**src/rtl/fetch_unit_pkg.sv**
```systemverilog
// Shared definitions for the instruction-fetch unit.
//   state_t           : fetch FSM states (BOOT / RUN / FAULT)
//   INSTR_W           : instruction word width
//   PC_STEP           : byte distance between consecutive instructions
//   MEM_BYTES_DEFAULT : default instruction memory size in bytes
//   addr_legal()      : word-aligned and inside the memory
package fetch_unit_pkg;

  typedef enum logic [1:0] {
    ST_BOOT  = 2'd0,
    ST_RUN   = 2'd1,
    ST_FAULT = 2'd2
  } state_t;

  localparam int          INSTR_W           = 32;
  localparam logic [31:0] PC_STEP           = 32'd4;
  localparam int          MEM_BYTES_DEFAULT = 400;

  // Unsigned 32-bit compare: a full word at a must lie inside 0..mem_bytes-1.
  function automatic logic addr_legal(input logic [31:0] a, input logic [31:0] mem_bytes);
    return (a[1:0] == 2'b00) && (a <= (mem_bytes - PC_STEP));
  endfunction

endpackage

```
**src/rtl/fetch_unit_ifid_reg.sv**
```systemverilog
// IF/ID pipeline register holding {instr, pc, pc4} plus a valid bit.
// Ports:
//   clk, rst_n        : clock, asynchronous active-low reset (clears everything)
//   load              : capture instr_d/pc_d/pc4_d and set valid
//   flush             : clear valid (payload left as-is); load wins if both set
//   instr_d/pc_d/pc4_d: payload to capture
//   valid, instr, pc, pc4 : registered contents
// When neither load nor flush is asserted the register holds.
module fetch_unit_ifid_reg
  import fetch_unit_pkg::*;
(
  input  logic               clk,
  input  logic               rst_n,
  input  logic               load,
  input  logic               flush,
  input  logic [INSTR_W-1:0] instr_d,
  input  logic [31:0]        pc_d,
  input  logic [31:0]        pc4_d,
  output logic               valid,
  output logic [INSTR_W-1:0] instr,
  output logic [31:0]        pc,
  output logic [31:0]        pc4
);

  always_ff @(posedge clk or negedge rst_n) begin
    if (!rst_n) begin
      valid <= 1'b0;
      instr <= '0;
      pc    <= '0;
      pc4   <= '0;
    end else if (load) begin
      valid <= 1'b1;
      instr <= instr_d;
      pc    <= pc_d;
      pc4   <= pc4_d;
    end else if (flush) begin
      valid <= 1'b0;
    end
  end

endmodule

```
**src/rtl/fetch_unit.sv**
```systemverilog
// Instruction-fetch unit: owns the PC, drives the instruction memory read
// address, captures the returned word into the IF/ID register and hands it
// to decode.
// Ports:
//   clk, rst_n     : clock, asynchronous active-low reset
//   imem_adrs      : memory read address (combinationally the PC register)
//   imem_data      : same-cycle big-endian word at imem_adrs
//   redir_valid/redir_target : branch/jump redirect
//   id_ready       : decode accepts IF/ID this cycle
//   id_valid/id_instr/id_pc/id_pc4 : IF/ID contents
//   fault/fault_pc : in FAULT state / last offending address
//   fetch_cnt      : count of words accepted by decode
//   dbg_state      : current FSM state
//
// Handshake: a word transfers to decode on every rising edge where
// id_valid && id_ready. id_valid never drops without a transfer except on a
// flush (redirect, fault, reset); while id_valid && !id_ready the IF/ID
// contents and the PC are held stable.
module fetch_unit
  import fetch_unit_pkg::*;
#(
  parameter logic [31:0] RESET_PC  = 32'h0000_0000,
  parameter int          MEM_BYTES = MEM_BYTES_DEFAULT,
  parameter int          CNT_W     = 32
) (
  input  logic               clk,
  input  logic               rst_n,
  output logic [31:0]        imem_adrs,
  input  logic [INSTR_W-1:0] imem_data,
  input  logic               redir_valid,
  input  logic [31:0]        redir_target,
  input  logic               id_ready,
  output logic               id_valid,
  output logic [INSTR_W-1:0] id_instr,
  output logic [31:0]        id_pc,
  output logic [31:0]        id_pc4,
  output logic               fault,
  output logic [31:0]        fault_pc,
  output logic [CNT_W-1:0]   fetch_cnt,
  output state_t             dbg_state
);

  localparam logic [31:0] MEM_SIZE = 32'(MEM_BYTES);

  state_t      state, state_nx;
  logic [31:0] pc, pc_nx;
  logic [31:0] fault_pc_nx;
  logic        load, flush;
  logic        pc_ok, tgt_ok, advance;

  assign pc_ok   = addr_legal(pc, MEM_SIZE);
  assign tgt_ok  = addr_legal(redir_target, MEM_SIZE);
  // IF/ID can take a new word when it is empty or its word leaves this edge.
  assign advance = !id_valid || id_ready;

  always_ff @(posedge clk or negedge rst_n) begin
    if (!rst_n) begin
      state    <= ST_BOOT;
      pc       <= RESET_PC;
      fault_pc <= '0;
    end else begin
      state    <= state_nx;
      pc       <= pc_nx;
      fault_pc <= fault_pc_nx;
    end
  end

  always_comb begin
    state_nx    = state;
    pc_nx       = pc;
    fault_pc_nx = fault_pc;
    load        = 1'b0;
    flush       = 1'b0;
    unique case (state)
      ST_BOOT: begin
        // One idle cycle to vet the reset PC before the first fetch.
        if (pc_ok) begin
          state_nx = ST_RUN;
        end else begin
          state_nx    = ST_FAULT;
          fault_pc_nx = pc;
        end
      end
      ST_RUN: begin
        if (redir_valid) begin
          // The word on imem_data belongs to the wrong path; never capture it.
          flush = 1'b1;
          if (tgt_ok) begin
            pc_nx = redir_target;
          end else begin
            state_nx    = ST_FAULT;
            fault_pc_nx = redir_target;
          end
        end else if (advance) begin
          if (pc_ok) begin
            load  = 1'b1;
            pc_nx = pc + PC_STEP;
          end else begin
            flush       = 1'b1;
            state_nx    = ST_FAULT;
            fault_pc_nx = pc;
          end
        end
      end
      ST_FAULT: begin
        flush = 1'b1;
        if (redir_valid) begin
          if (tgt_ok) begin
            state_nx = ST_RUN;
            pc_nx    = redir_target;
          end else begin
            fault_pc_nx = redir_target;
          end
        end
      end
      default: begin
        state_nx = ST_FAULT;
        flush    = 1'b1;
      end
    endcase
  end

  // Counts decode's consumption, so a redirect edge still counts the old word.
  always_ff @(posedge clk or negedge rst_n) begin
    if (!rst_n) begin
      fetch_cnt <= '0;
    end else if (id_valid && id_ready) begin
      fetch_cnt <= fetch_cnt + CNT_W'(1);
    end
  end

  fetch_unit_ifid_reg u_ifid (
    .clk     (clk),
    .rst_n   (rst_n),
    .load    (load),
    .flush   (flush),
    .instr_d (imem_data),
    .pc_d    (pc),
    .pc4_d   (pc + PC_STEP),
    .valid   (id_valid),
    .instr   (id_instr),
    .pc      (id_pc),
    .pc4     (id_pc4)
  );

  assign imem_adrs = pc;
  assign fault     = (state == ST_FAULT);
  assign dbg_state = state;

endmodule

```
**config.mk**
```make
export PLATFORM = sky130hd
export DESIGN_NAME = fetch_unit
export DESIGN_NICKNAME = d
export VERILOG_FILES = /design/src/rtl/fetch_unit_pkg.sv /design/src/rtl/fetch_unit_ifid_reg.sv /design/src/rtl/fetch_unit.sv
export SDC_FILE = /design/constraint.sdc
export NUM_CORES = 1
export LEC_CHECK = 0
export CAP_MARGIN = 25
export CORE_MARGIN = 2
export CORE_UTILIZATION = 35
export DETAILED_ROUTE_END_ITERATION = 10
export SLEW_MARGIN = 20
export SYNTH_ARGS = -nofsm -noshare
export SYNTH_HDL_FRONTEND = slang
export SYNTH_SLANG_ARGS = --single-unit
```
**constraint.sdc**
```tcl
create_clock -name clk -period 2.85 [get_ports clk]
set_input_delay 0.57 -clock clk [delete_from_list [all_inputs] [get_ports clk]]
set_output_delay 0.57 -clock clk [all_outputs]
set_load 0.02 [all_outputs]
```
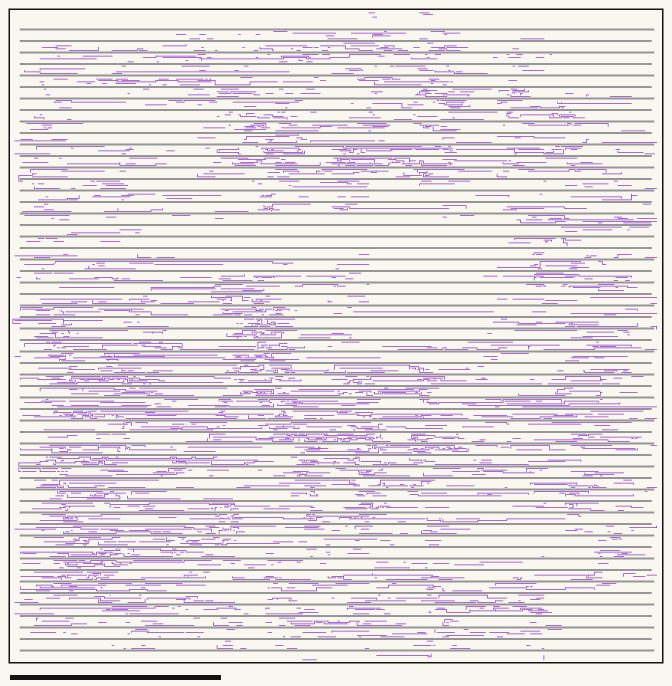
**Above:** run 1 (metal 1).
Bar = 50 µm. Supply wires on this layer in grey.
nets with wire on the layer	806
longest straight run	51.3 µm
share of all routed wire	43%
wire length on this layer	9380 µm

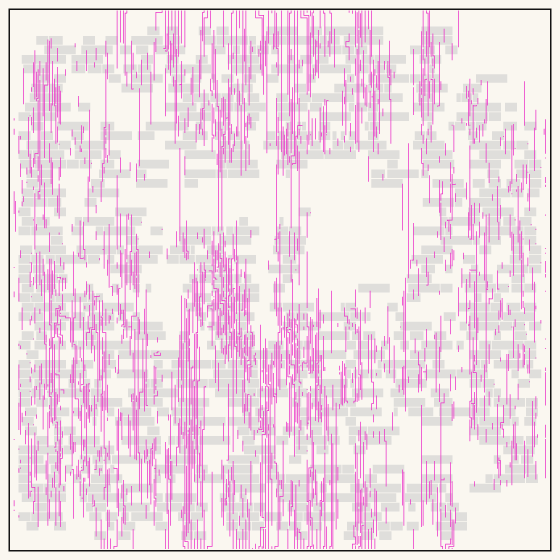
**Above:** run 1 (the metal 2 layer).
nets with wire on the layer	868
main direction	vertical
wire length on this layer	10300 µm

==> impl_metrics.py, run 1 <==
# Generated from Yosys and OpenROAD reports
metrics = {
    "synth": {
        "syn_avg_cell_area_um2": 13.0,
        "netlist_area_um2": 7900,
        "synthCells": 606,
        "synthArstFlopShare_pct": 100,
        "edf_count": 0,
        "synth-main-ff-cell": "dfrtp_1",
        "synth.distinct_cells": 57,
        "yosys_warnings": 0,
        "ys_area_um2": 7900,
        "synth-seq-area-share_pct": 61.2,
        "ys_cells": 606,
        "numSynthFlops": 193,
        "syn-num-nets": 679,
    },
    "route": {
        "drc": 0,
        "drtIter0Drc": 288,
        "drtAntennaViolNets": 0,
        "viasPerCell": 5.15,
        "wirelength_mm": 22.0,
        "wl_per_cell_um": 18.8,
        "vias": 6016,
        "first_pass_iters": 5,
    },
    "placement": {
        "dp_hpwl_mm": 15.8,
        "routabilityCongestion": 0.893,
        "dpl.cell_count": 1137,
        "portBuffers": 263,
        "pre_cts_ws_ns": -0.101,
    },
    "global_route": {
        "grt_max_degree": 70,
        "antenna_found_initial": 0,
        "grt_overflow": 0,
        "grt_pass1_vias": 6220,
        "grt_usage_pct": 18.6,
        "grt_pass1_wl_mm": 35.1,
    },
    "critical_path": {
        "path_buffers": 2,
        "path_cells": "inv_1 -> ha_1 -> clkdlybuf4s50_1",
        "crit_type": "flop to output port",
        "crit_path_max_fanout": 12,
        "cp_slowest_cell": "clkdlybuf4s50_1",
        "critPathTopFamily": "buffers and inverters",
        "critPathMaxStageDelay_ns": 0.72,
        "cp.required_ns": 2.28,
        "critPathCaptureType": "output port",
        "worst_ep_arrival_time_ns": 2.11,
        "startpoint_type": "flop",
    },
    "floorplanning": {
        "std_cell_rows": 54,
        "chipArea_um2": 23800,
        "dieWidth_um": 154,
        "core_area_um2": 22000,
        "pin_count": 264,
        "dieHeight_um": 154,
        "fp_util_pct": 36.0,
    },
    "flow_run": {
        "drv_cap": 0,
        "openroad.warnings": 28,
    },
    "power_and_ir_drop": {
        "max-vdd-ir-drop_mv": 0.416,
        "p_leak_nw": 5.07,
        "fin_total_pwr_mw": 10.2,
    },
    "clock_network": {
        "cts_setup_buffers": 0,
        "cts_tree": "yes",
        "clkSlewWorstSetupHoldPaths_ns": 0.07,
        "ctsResizeCount": 0,
        "clkLatencyLatePin_ns": 0.42,
        "cts_max_path_buffers": 2,
        "hold_buffers": 0,
        "h-tree-depth": 4,
        "numCtsBuffers": 17,
        "cts_sinks": 193,
    },
    "min_path": {
        "holdCritPathClass": "input pin to asynchronous set/reset pin",
    },
    "final_timing": {
        "fmax_mhz": 373,
        "fin_skew_ns": 0.0146,
        "fin_ws_ns": 0.169,
        "rsz0062_at_grt": "no",
        "setup_viol": 0,
        "relSlewSlack_pct": 32.9,
        "fin_setup_tns_ns": 0,
        "hold_viol": 0,
        "slew_viol_final": 0,
        "period_minus_slack_ns": 2.68,
        "period_used_pct": 94.1,
        "tightestPinTransition_ns": 1.00,
    },
    "layout": {
        "syn2layout_area_growth_pct": 46.0,
        "instances_no_fill": 1169,
        "layout-drive-gt1-share_pct": 12.5,
        "postLayoutCoreUtil_pct": 52.5,
        "nNetsFinal": 949,
        "n_antenna_cell": 0,
        "fillCellCount": 1887,
    },
    "outcome": {
        "status": "finished, final reports clean",
    },
}
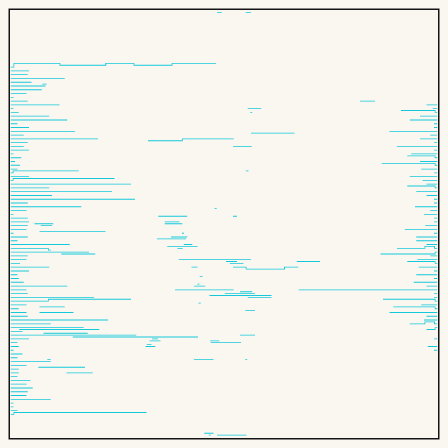
**Above:** run 1 (metal 3).
main direction	horizontal
longest straight run	49.6 µm
wire length on this layer	2020 µm
nets with wire on the layer	197
share of all routed wire	9.2%

-- run 1: cells in the final DEF, fill, tap and decap left out, drive strengths merged, types with 9 or more instances in the layout --
master         count
buf               24
a22oi             18
nand3             17
nand2             20
o2bb2ai           18
dfrtp            193
nor3b             10
mux2              46
nor4              11
xnor2             28
nand4              9
nor2              17
clkbuf            20
and2              75
a221o             20
and3              16
clkdlybuf4s50    262
inv               11
-- run 1: kinds of logic after synthesis --
group	share of synthesized area, %
flip-flops	61.2
AND/OR/NAND/NOR	15.0
buffers and inverters	2.58
adder cells (fa/ha/maj)	0.792
XOR/XNOR	3.99
AND-OR/OR-AND	9.27
multiplexers	7.16
-- run 1: cell type report --
type	instances	area, µm²	area share [%]
Sequential cell	193	4830	41.9
Multi-Input combinational cell	372	2880	25.0
Timing Repair Buffer	287	2870	24.9
Clock buffer	19	443	3.84
Tap cell	280	350	3.04
Clock inverter	13	141	1.23
Inverter	5	18.8	0.163
-- run 1: layer usage --
metal	track usage, %	routed length, µm	vias to the layer above
met3	6.61	2020	26
met2	29.8	10300	257
met1	24.2	9380	3014
met4	4.98	299	0
met5	0	0	-
li1	-	-	2719
-- run 1: path summary, 6_finish.rpt --
kind	cells after the start	from	slack, ns	to
hold reg to reg	1	fetch_cnt[31]	0.48	fetch_cnt[31]
min in group clk	1	fetch_cnt[31]	0.48	fetch_cnt[31]
hold / removal	1	rst_n	0.16	u_ifid.instr[25]
setup / recovery	3	dbg_state[0]	0.17	fault
max in group asynchronous	2	rst_n	2.01	dbg_state[0]
setup reg to reg	6	dbg_state[0]	0.42	fault_pc[5]
-- run 1: cells in the mapped netlist, types with 7 or more instances --
cell type / number / area share, %
buf_2: 10 / 0.63
xor2_1: 8 / 0.89
nand2_1: 20 / 0.95
nand3_1: 16 / 1.0
o2bb2ai_1: 18 / 2.0
and2_1: 75 / 5.9
nor3b_1: 10 / 0.95
nor2_1: 17 / 0.81
nor4_1: 11 / 0.87
xnor2_1: 28 / 3.1
and3_1: 16 / 1.3
clkbuf_1: 19 / 0.90
dfrtp_1: 193 / 61
mux2_4: 10 / 1.9
nand4_1: 9 / 0.71
a22oi_1: 18 / 1.7
and4_1: 7 / 0.78
mux2_2: 35 / 5.0
a221o_1: 20 / 2.5
-- run 1: state kept, by name, indices dropped and copies added, names as in the netlist --
name	flops
u_ifid.instr	32
fault_pc	32
u_ifid.valid	1
dbg_state	2
u_ifid.pc	30
u_ifid.pc4	32
fetch_cnt	32
imem_adrs	32
-- run 1: metrics by stage --
stage          hold WS, ns  cell area [µm²]
2_1_floorplan        0.274             7900
3_3_place_gp         0.464            10900
3_5_place_dp         0.470            10900
4_1_cts              0.166            11500
5_1_grt              0.188            11500
6_report             0.157            11500
-- run 1: power breakdown --
group | internal, mW | switching, mW
logic | 2.01 | 2.22
registers | 3.29 | 0.361
clock network | 1.26 | 1.10
-- run 1: worst reg2reg max path: cells and delay by family, from the launching register on --
kind / cells / cell delay (ns)
buffers and inverters: 1 / 0.09
adders and majority gates: 1 / 0.37
DFF: 1 / 0.39
AOI/OAI and AO/OA: 3 / 0.68
and+or+nand+nor: 1 / 0.83
==> inputs of run 2 (changes only) <==
--- a/config.mk
+++ b/config.mk
@@ -9,6 +9,7 @@
 export CORE_MARGIN = 2
 export CORE_UTILIZATION = 35
 export DETAILED_ROUTE_END_ITERATION = 10
+export SKIP_LAST_GASP = 1
 export SLEW_MARGIN = 20
 export SYNTH_ARGS = -nofsm -noshare
 export SYNTH_HDL_FRONTEND = slang
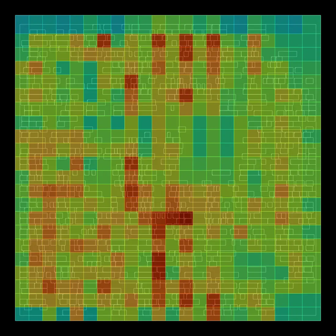
**Above:** run 2 (congestion heat map).
met2 Use GR: 29.8%
final core utilization: 52.5%
met3 usage: 6.61%
GR peak layer: met2
drt wl/cell: 18.8 µm

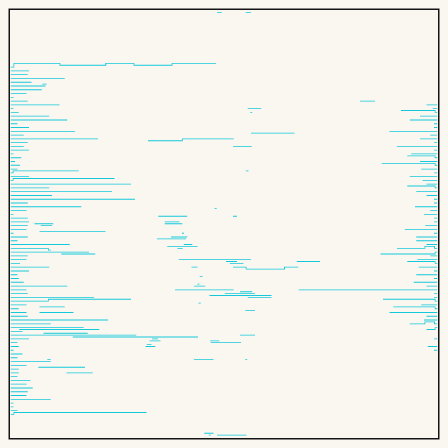
**Above:** run 2 (metal 3).
nets with wire on the layer	197
wire length on this layer	2020 µm
share of all routed wire	9.2%
longest straight run	49.6 µm

==> run 2 against run 1 <==
Against the previous run: global-route usage is the same; clock skew is the same; synthesized cell count is the same; non-clock buffer count is the same; clock-buffer cell count is the same; cell count is the same; critical path depth is the same; combinational power is essentially flat; die area is the same; total power is the same; hold slack is the same; critical endpoint unchanged; largest power group unchanged.
==> impl_metrics.py, run 2 <==
# Generated from Yosys and OpenROAD reports
metrics = {
    "outcome": {
        "status": "finished, final reports clean",
    },
    "final_timing": {
        "period_minus_slack_ns": 2.68,
        "tightestPinTransition_ns": 1.00,
        "rsz0062_at_grt": "no",
        "fmax_mhz": 373,
        "hold_viol": 0,
        "period_used_pct": 94.1,
        "relSlewSlack_pct": 32.9,
        "setup_viol": 0,
        "slew_viol_final": 0,
    },
    "synth": {
        "ys_area_um2": 7900,
        "top_area_cell": "dfrtp_1",
        "edf_count": 0,
        "synth-seq-area-share_pct": 61.2,
        "numSynthFlops": 193,
        "synth_top_cell_by_count": "dfrtp_1",
        "yosys_warnings": 0,
        "topCellsByArea": "dfrtp_1, and2_1, mux2_2",
        "synth.distinct_cells": 57,
        "ys_cells": 606,
        "synthArstFlopShare_pct": 100,
        "syn-num-nets": 679,
        "netlist_area_um2": 7900,
        "top_cell_area_share_pct": 61.2,
        "common_cells": "dfrtp_1, and2_1, mux2_2",
        "synth-main-ff-cell": "dfrtp_1",
        "synthCells": 606,
        "syn_avg_cell_area_um2": 13.0,
    },
    "power_and_ir_drop": {
        "fin_total_pwr_mw": 10.2,
        "internal_power_mw": 6.56,
        "p_switching_mw": 3.68,
        "max-vdd-ir-drop_mv": 0.416,
        "seqPwrFrac_pct": 35.7,
        "p_sw_share_pct": 35.9,
        "p_leak_nw": 5.07,
        "combPwrFrac_pct": 41.3,
    },
    "layout": {
        "lay_top_count": "clkdlybuf4s50_1",
        "instances_no_fill": 1169,
        "final_cell_mix": "clkdlybuf4s50_1, dfrtp_1, and2_1, mux2_2, xnor2_1",
        "syn2layout_area_growth_pct": 46.0,
        "nNetsFinal": 949,
        "layout-drive-gt1-share_pct": 12.5,
        "n_antenna_cell": 0,
    },
    "route": {
        "wirelength_mm": 22.0,
        "drc": 0,
        "viasPerCell": 5.15,
        "vias": 6016,
        "drtAntennaViolNets": 0,
        "drtIter0Drc": 288,
    },
    "floorplanning": {
        "pin_count": 264,
        "dieWidth_um": 154,
        "chipArea_um2": 23800,
        "fp_util_pct": 36.0,
        "std_cell_rows": 54,
    },
    "clock_network": {
        "h-tree-depth": 4,
        "cts_tree": "yes",
        "cts_setup_buffers": 0,
        "cts_max_path_buffers": 2,
        "hold_buffers": 0,
        "ctsResizeCount": 0,
        "cts-root-buf": "clkbuf_16",
        "cts_sinks": 193,
        "clkLatencyLatePin_ns": 0.42,
        "clkSlewWorstSetupHoldPaths_ns": 0.07,
    },
    "critical_path": {
        "crit_type": "flop to output port",
        "worst_ep_arrival_time_ns": 2.11,
        "cp.required_ns": 2.28,
        "crit_path_max_fanout": 12,
        "critPathCaptureType": "output port",
    },
    "global_route": {
        "grt_overflow": 0,
        "grt_pass1_vias": 6220,
        "grt_pass1_wl_mm": 35.1,
        "antenna_found_initial": 0,
        "grt_usage_pct": 18.6,
        "grt_max_degree": 70,
    },
    "flow_run": {
        "drv_cap": 0,
        "openroad.warnings": 28,
    },
    "placement": {
        "routabilityCongestion": 0.893,
        "dp_hpwl_mm": 15.8,
        "portBuffers": 263,
        "dpl.cell_count": 1137,
    },
    "min_path": {
        "holdCritPathClass": "input pin to asynchronous set/reset pin",
    },
}
## run 2: cell counts after synthesis
Identical to the previous run, type by type.
## run 2: critical path, stage by stage (launching register included)
cell             delay (ns)
dfrtp_1                0.41
inv_1                  0.11
ha_1                   0.46
clkdlybuf4s50_1        0.72
## run 2: kinds of logic (layout without fill, tap and decap cells)
| family | count (synthesis) | count (layout) | share of synthesized area (%) |
|---|---|---|---|
| mux | 47 | 47 | 7.16 |
| simple gates | 200 | 200 | 15.0 |
| compound gates | 84 | 84 | 9.27 |
| xor+xnor | 36 | 36 | 3.99 |
| fa+ha+maj | 5 | 5 | 0.792 |
| buf+inv | 41 | 324 | 2.58 |
| flops | 193 | 193 | 61.2 |
## run 2: stage by stage
step           setup WS [ns]  instance area (µm²)  hold slack [ns]  TNS [ns]
2_1_floorplan          0.395                 7900            0.274         0
3_3_place_gp         -0.0139                10900            0.464    -0.189
3_5_place_dp          -0.101                10900            0.470     -2.45
4_1_cts                0.159                11500            0.166         0
5_1_grt               0.0377                11500            0.188         0
6_report               0.169                11500            0.157         0
## run 2: power by group through the flow
stage / logic, mW / clock network [mW] / registers (mW)
finish: 4.22 / 2.36 / 3.65
global route: 4.51 / 2.58 / 3.73
CTS: 4.25 / 2.44 / 3.66
detailed placement: 4.25 / 0 / 3.69
global placement: 4.17 / 0 / 3.67
floorplan: 1.69 / 0 / 4.30
## run 2: worst paths after layout
kind,startpoint,endpoint,slack (ns),cells past startpoint
setup reg to reg,dbg_state[0],fault_pc[5],0.42,6
hold reg to reg,fetch_cnt[31],fetch_cnt[31],0.48,1
max in group asynchronous,rst_n,dbg_state[0],2.01,2
min in group clk,fetch_cnt[31],fetch_cnt[31],0.48,1
hold / removal,rst_n,u_ifid.instr[25],0.16,1
setup / recovery,dbg_state[0],fault,0.17,3
## run 2: layer usage
layer	GRT usage, %	part of all wire (%)
met1	24.2	43
met3	6.61	9.2
met4	4.98	1.4
met5	0	0
met2	29.8	47
## run 2: cell type report
| cell class | count | area, µm² |
|---|---|---|
| well taps | 280 | 350 |
| clock inverters | 13 | 141 |
| clock buffers | 19 | 443 |
| repair buffers | 287 | 2870 |
| flip-flops and latches | 193 | 4830 |
| multi-input cells | 372 | 2880 |
| fillers | 1887 | 10400 |
| inverters | 5 | 18.8 |
No activity file was given, so power comes from the tool's default toggle rates.
